wires.png
Drawn at 1 px/µm.
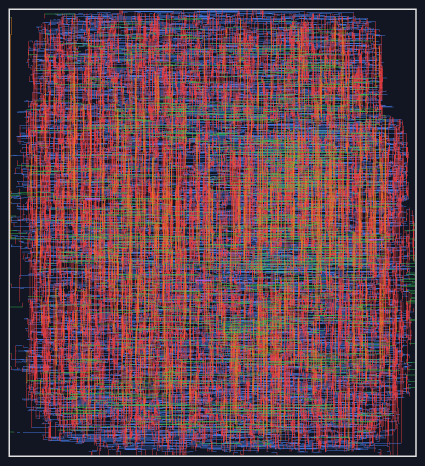
io_fan.png
Drawn at 1 px/µm.
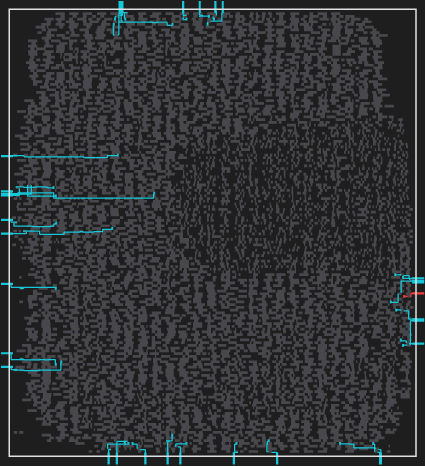
clocks.png
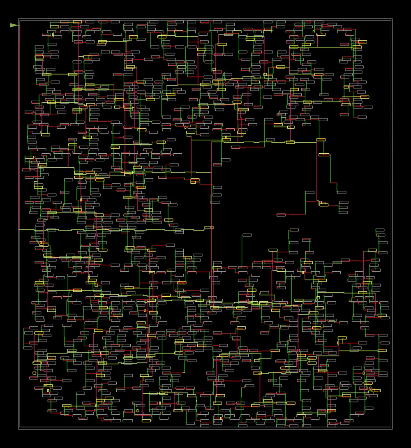
[config.mk]
export PLATFORM = sky130hd
export DESIGN_NAME = multicycle_int_core
export DESIGN_NICKNAME = d
export VERILOG_FILES = /design/src/rtl/int_core_pkg.sv /design/src/rtl/int_alu.sv /design/src/rtl/multicycle_int_core.sv
export SDC_FILE = /design/constraint.sdc
export NUM_CORES = 2
export LEC_CHECK = 0
export CAP_MARGIN = 10
export CELL_PAD_IN_SITES_DETAIL_PLACEMENT = 2
export CELL_PAD_IN_SITES_GLOBAL_PLACEMENT = 2
export CORE_ASPECT_RATIO = 1.1
export CORE_UTILIZATION = 42
export CTS_CLUSTER_SIZE = 8
export DETAILED_ROUTE_END_ITERATION = 12
export GPL_ROUTABILITY_DRIVEN = 0
export PLACE_DENSITY_LB_ADDON = 0.1
export SKIP_LAST_GASP = 1
export SLEW_MARGIN = 25
export SYNTH_ARGS = -nofsm -noshare
export SYNTH_HDL_FRONTEND = slang
export SYNTH_SLANG_ARGS = --single-unit
[constraint.sdc]
create_clock -name clk -period 40.9 [get_ports clk]
set_clock_uncertainty 0.15 [all_clocks]
set_input_delay 8.18 -clock clk [delete_from_list [all_inputs] [get_ports clk]]
set_output_delay 8.18 -clock clk [all_outputs]
set_load 0.1 [all_outputs]
[src/rtl/int_core_pkg.sv]
// Shared encodings and enums for the multicycle integer core and its ALU.
package int_core_pkg;

  localparam logic [6:0] OPC_OP    = 7'b0110011;
  localparam logic [6:0] OPC_OPIMM = 7'b0010011;
  localparam logic [6:0] OPC_LUI   = 7'b0110111;

  localparam logic [2:0] F3_ADD_SUB = 3'b000;
  localparam logic [2:0] F3_SLL     = 3'b001;
  localparam logic [2:0] F3_SLT     = 3'b010;
  localparam logic [2:0] F3_SLTU    = 3'b011;
  localparam logic [2:0] F3_XOR     = 3'b100;
  localparam logic [2:0] F3_SRL_SRA = 3'b101;
  localparam logic [2:0] F3_OR      = 3'b110;
  localparam logic [2:0] F3_AND     = 3'b111;

  localparam logic [6:0] F7_BASE = 7'b0000000;
  localparam logic [6:0] F7_ALT  = 7'b0100000;

  typedef enum logic [3:0] {
    AluAdd,
    AluSub,
    AluSll,
    AluSlt,
    AluSltu,
    AluXor,
    AluSrl,
    AluSra,
    AluOr,
    AluAnd,
    AluPassB
  } alu_op_e;

  typedef enum logic [1:0] {
    StFetch,
    StExec,
    StWb
  } state_e;

endpackage

[src/rtl/int_alu.sv]
// Purely combinational integer ALU; shift amount comes from the low SHW bits of b.
module int_alu
  import int_core_pkg::*;
#(
  parameter int unsigned XLEN = 32
) (
  input  alu_op_e         op,
  input  logic [XLEN-1:0] a,
  input  logic [XLEN-1:0] b,
  output logic [XLEN-1:0] result
);

  localparam int unsigned SHW = $clog2(XLEN);

  logic [SHW-1:0] shamt;
  logic           lt_s;
  logic           lt_u;

  assign shamt = b[SHW-1:0];
  assign lt_s  = $signed(a) < $signed(b);
  assign lt_u  = a < b;

  always_comb begin
    result = '0;
    unique case (op)
      AluAdd:   result = a + b;
      AluSub:   result = a - b;
      AluSll:   result = a << shamt;
      AluSlt:   result = {{(XLEN-1){1'b0}}, lt_s};
      AluSltu:  result = {{(XLEN-1){1'b0}}, lt_u};
      AluXor:   result = a ^ b;
      AluSrl:   result = a >> shamt;
      AluSra:   result = $unsigned($signed(a) >>> shamt);
      AluOr:    result = a | b;
      AluAnd:   result = a & b;
      AluPassB: result = b;
      default:  result = '0;
    endcase
  end

endmodule

[src/rtl/multicycle_int_core.sv]
// Three-state (fetch/exec/writeback) RV integer core with its own register file
// and a retire port reporting every accepted instruction.
module multicycle_int_core
  import int_core_pkg::*;
#(
  parameter int unsigned XLEN  = 32,
  parameter int unsigned NREGS = 32,
  localparam int unsigned RW   = $clog2(NREGS)
) (
  input  logic            clk,
  input  logic            rst,
  input  logic            instr_valid,
  output logic            instr_ready,
  input  logic [31:0]     instr,
  output logic            retire_valid,
  output logic            retire_illegal,
  output logic [4:0]      retire_rd,
  output logic [XLEN-1:0] retire_data,
  input  logic [RW-1:0]   dbg_addr,
  output logic [XLEN-1:0] dbg_data
);

  state_e          state_q, state_d;
  logic [31:0]     ir_q;
  logic [XLEN-1:0] res_q;
  logic            ill_q;
  logic [XLEN-1:0] rf_q [NREGS];

  logic [6:0]      opcode;
  logic [4:0]      rd, rs1, rs2;
  logic [2:0]      funct3;
  logic [6:0]      funct7;
  logic [XLEN-1:0] rs1_val, rs2_val, imm_i, imm_u, alu_b, alu_res;
  logic [31:0]     lui_word;
  alu_op_e         alu_op;
  logic            ill, use_rs1, use_rs2, use_rd, bad_shamt_hi;

  function automatic logic idx_ok(input logic [4:0] idx);
    return {1'b0, idx} < 6'(NREGS);
  endfunction

  assign opcode   = ir_q[6:0];
  assign rd       = ir_q[11:7];
  assign funct3   = ir_q[14:12];
  assign rs1      = ir_q[19:15];
  assign rs2      = ir_q[24:20];
  assign funct7   = ir_q[31:25];
  assign lui_word = {ir_q[31:12], 12'b0};
  assign imm_i    = XLEN'($signed(ir_q[31:20]));
  assign imm_u    = XLEN'($signed(lui_word));

  // Out-of-range indices alias onto low registers; the instruction is illegal anyway.
  assign rs1_val  = (rs1 == 5'd0) ? '0 : rf_q[rs1[RW-1:0]];
  assign rs2_val  = (rs2 == 5'd0) ? '0 : rf_q[rs2[RW-1:0]];
  assign dbg_data = (dbg_addr == '0) ? '0 : rf_q[dbg_addr];

  // On RV32 instr[25] would be shamt[5], which does not exist.
  assign bad_shamt_hi = ir_q[25] && (XLEN == 32);

  always_comb begin
    alu_op  = AluAdd;
    alu_b   = rs2_val;
    ill     = 1'b0;
    use_rs1 = 1'b0;
    use_rs2 = 1'b0;
    use_rd  = 1'b0;
    case (opcode)
      OPC_OP: begin
        use_rs1 = 1'b1;
        use_rs2 = 1'b1;
        use_rd  = 1'b1;
        if (funct7 == F7_ALT) begin
          ill = !((funct3 == F3_ADD_SUB) || (funct3 == F3_SRL_SRA));
        end else if (funct7 != F7_BASE) begin
          ill = 1'b1;
        end
        case (funct3)
          F3_ADD_SUB: alu_op = funct7[5] ? AluSub : AluAdd;
          F3_SLL:     alu_op = AluSll;
          F3_SLT:     alu_op = AluSlt;
          F3_SLTU:    alu_op = AluSltu;
          F3_XOR:     alu_op = AluXor;
          F3_SRL_SRA: alu_op = funct7[5] ? AluSra : AluSrl;
          F3_OR:      alu_op = AluOr;
          default:    alu_op = AluAnd;
        endcase
      end
      OPC_OPIMM: begin
        use_rs1 = 1'b1;
        use_rd  = 1'b1;
        alu_b   = imm_i;
        case (funct3)
          F3_ADD_SUB: alu_op = AluAdd;
          F3_SLT:     alu_op = AluSlt;
          F3_SLTU:    alu_op = AluSltu;
          F3_XOR:     alu_op = AluXor;
          F3_OR:      alu_op = AluOr;
          F3_AND:     alu_op = AluAnd;
          F3_SLL: begin
            alu_op = AluSll;
            ill    = (ir_q[31:26] != 6'b0) || bad_shamt_hi;
          end
          default: begin
            alu_op = ir_q[30] ? AluSra : AluSrl;
            ill    = ({ir_q[31], ir_q[29:26]} != 5'b0) || bad_shamt_hi;
          end
        endcase
      end
      OPC_LUI: begin
        use_rd = 1'b1;
        alu_op = AluPassB;
        alu_b  = imm_u;
      end
      default: ill = 1'b1;
    endcase
    if ((use_rd && !idx_ok(rd)) || (use_rs1 && !idx_ok(rs1)) || (use_rs2 && !idx_ok(rs2))) begin
      ill = 1'b1;
    end
  end

  int_alu #(
    .XLEN(XLEN)
  ) u_alu (
    .op    (alu_op),
    .a     (rs1_val),
    .b     (alu_b),
    .result(alu_res)
  );

  always_comb begin
    state_d      = state_q;
    instr_ready  = 1'b0;
    retire_valid = 1'b0;
    unique case (state_q)
      StFetch: begin
        instr_ready = 1'b1;
        if (instr_valid) state_d = StExec;
      end
      StExec: state_d = StWb;
      StWb: begin
        retire_valid = 1'b1;
        state_d      = StFetch;
      end
      default: state_d = StFetch;
    endcase
  end

  assign retire_illegal = retire_valid && ill_q;
  assign retire_rd      = retire_valid ? rd : 5'd0;
  assign retire_data    = retire_valid ? res_q : '0;

  always_ff @(posedge clk or posedge rst) begin
    if (rst) begin
      state_q <= StFetch;
      ir_q    <= '0;
      res_q   <= '0;
      ill_q   <= 1'b0;
      for (int i = 0; i < int'(NREGS); i++) rf_q[i] <= '0;
    end else begin
      state_q <= state_d;
      if (instr_valid && instr_ready) ir_q <= instr;
      if (state_q == StExec) begin
        // RES already carries the architecturally reported value (0 for illegal or x0).
        res_q <= (ill || (rd == 5'd0)) ? '0 : alu_res;
        ill_q <= ill;
      end
      if ((state_q == StWb) && !ill_q && (rd != 5'd0)) rf_q[rd[RW-1:0]] <= res_q;
    end
  end

endmodule

==> run notes <==
Pwr
* static leakage: 36.3 nW
* total combinational power: 1.19 mW
* Leading power group: the clock network

Worst setup path
* critical path arrival: 13.06 ns
* worst setup path category: in2out
* kind of end point of the critical path: output port

GRT
* GRT overflow: 0
* layer with the highest usage after global routing: met2
* vias in the first global route: 61.0k

Run status
* outcome: finished clean

Final timing
* ratio of final minimum period to clock period: 52.3%
* least setup slack across all paths after layout: 19.51 ns
* Hold Fails Final Rpt: 0
* final worst path period need: 21.39 ns
* pins over their slew limit: 0

Die
* core footprint: 177000 µm²

Cells and area
* number of clock buffers in the layout: 180
* share of the final layout cell area in multi-input gates: 54.2%
* footprint of the multi-input gates: 44800 µm²
* Finished Cell Area: 82700 µm²
* footprint of the flip-flops and latches: 27300 µm²
* Reg with most FFs: rf_q
* sequential cell count: 1091
* fraction of final layout cells sized beyond drive strength 1: 42.1%

Detailed routing
* detailed-routing wirelength on met1: 141000 µm
* Met2 Wirelength: 154000 µm

Logic synthesis
* Synth Seq Share: 36.3%
* Syn Std Cell Area: 75100 µm²
* flip-flops with a built-in enable: 0
* Synth top cells by count: sky130_fd_sc_hd__mux2_2 (1094), sky130_fd_sc_hd__dfrtp_1 (1091), sky130_fd_sc_hd__mux4_2 (794)

Flow run
* Tool Warnings: 97

Placement
* instance area after placement: 78300 µm²

Clock tree
* number of buffers between clock root and the deepest sink: 3

Hold path
* beginning of the worst hold path: rf_q[1023]
* path class of the lowest-slack min-delay path: reg2reg
* cell depth of the worst min-delay path: 0

Notes on wires.png above:
Key: red = metal 2 [wire length 154 mm]; green = metal 3 [wire length 28.0 mm]; blue = metal 1 [wire length 141 mm]; purple = metal 5 [wire length 41.4 µm]; orange = metal 4 [wire length 21.5 mm]
GRT Resource Usage Total: 38.3%
aggregate routed wire length: 344000 µm
via count: 58.4k
average detailed-routed wire length per instance: 42.5 µm

Notes on io_fan.png above:
Key: cyan = `dbg_data` [bits 32, direction output, end cells 32, buffers 32, wire 1330 µm]; red = `retire_illegal` [bits 1, direction output, end cells 1, buffers 1, wire 9.80 µm]
Top-Level Pins: 112
IO buf count: 111

Notes on clocks.png above:
clk pwr: 1.23 mW
number of buffers created by CTS: 157

==> kinds of logic (layout without fill, tap and decap cells) <==
group	Yosys count	in the layout	synth area share [%]
flops	1091	1091	36.3
fa+ha+maj	102	102	1.72
buf+inv	740	627	4.43
xor+xnor	23	23	0.268
compound gates	859	859	7.93
mux	2160	2160	43.9
simple gates	846	846	5.39
other cells	0	7	0
==> critical path, cell delays in order <==
cell,delay (ns)
sky130_fd_sc_hd__buf_8,0.41
sky130_fd_sc_hd__buf_4,0.70
sky130_fd_sc_hd__buf_4,0.82
sky130_fd_sc_hd__mux4_2,0.62
sky130_fd_sc_hd__mux4_2,0.51
sky130_fd_sc_hd__mux2i_1,0.54
sky130_fd_sc_hd__nor2_1,0.10
sky130_fd_sc_hd__clkdlybuf4s50_1,1.00
Power figures rest on the tool's default switching activity, not on a simulated workload.
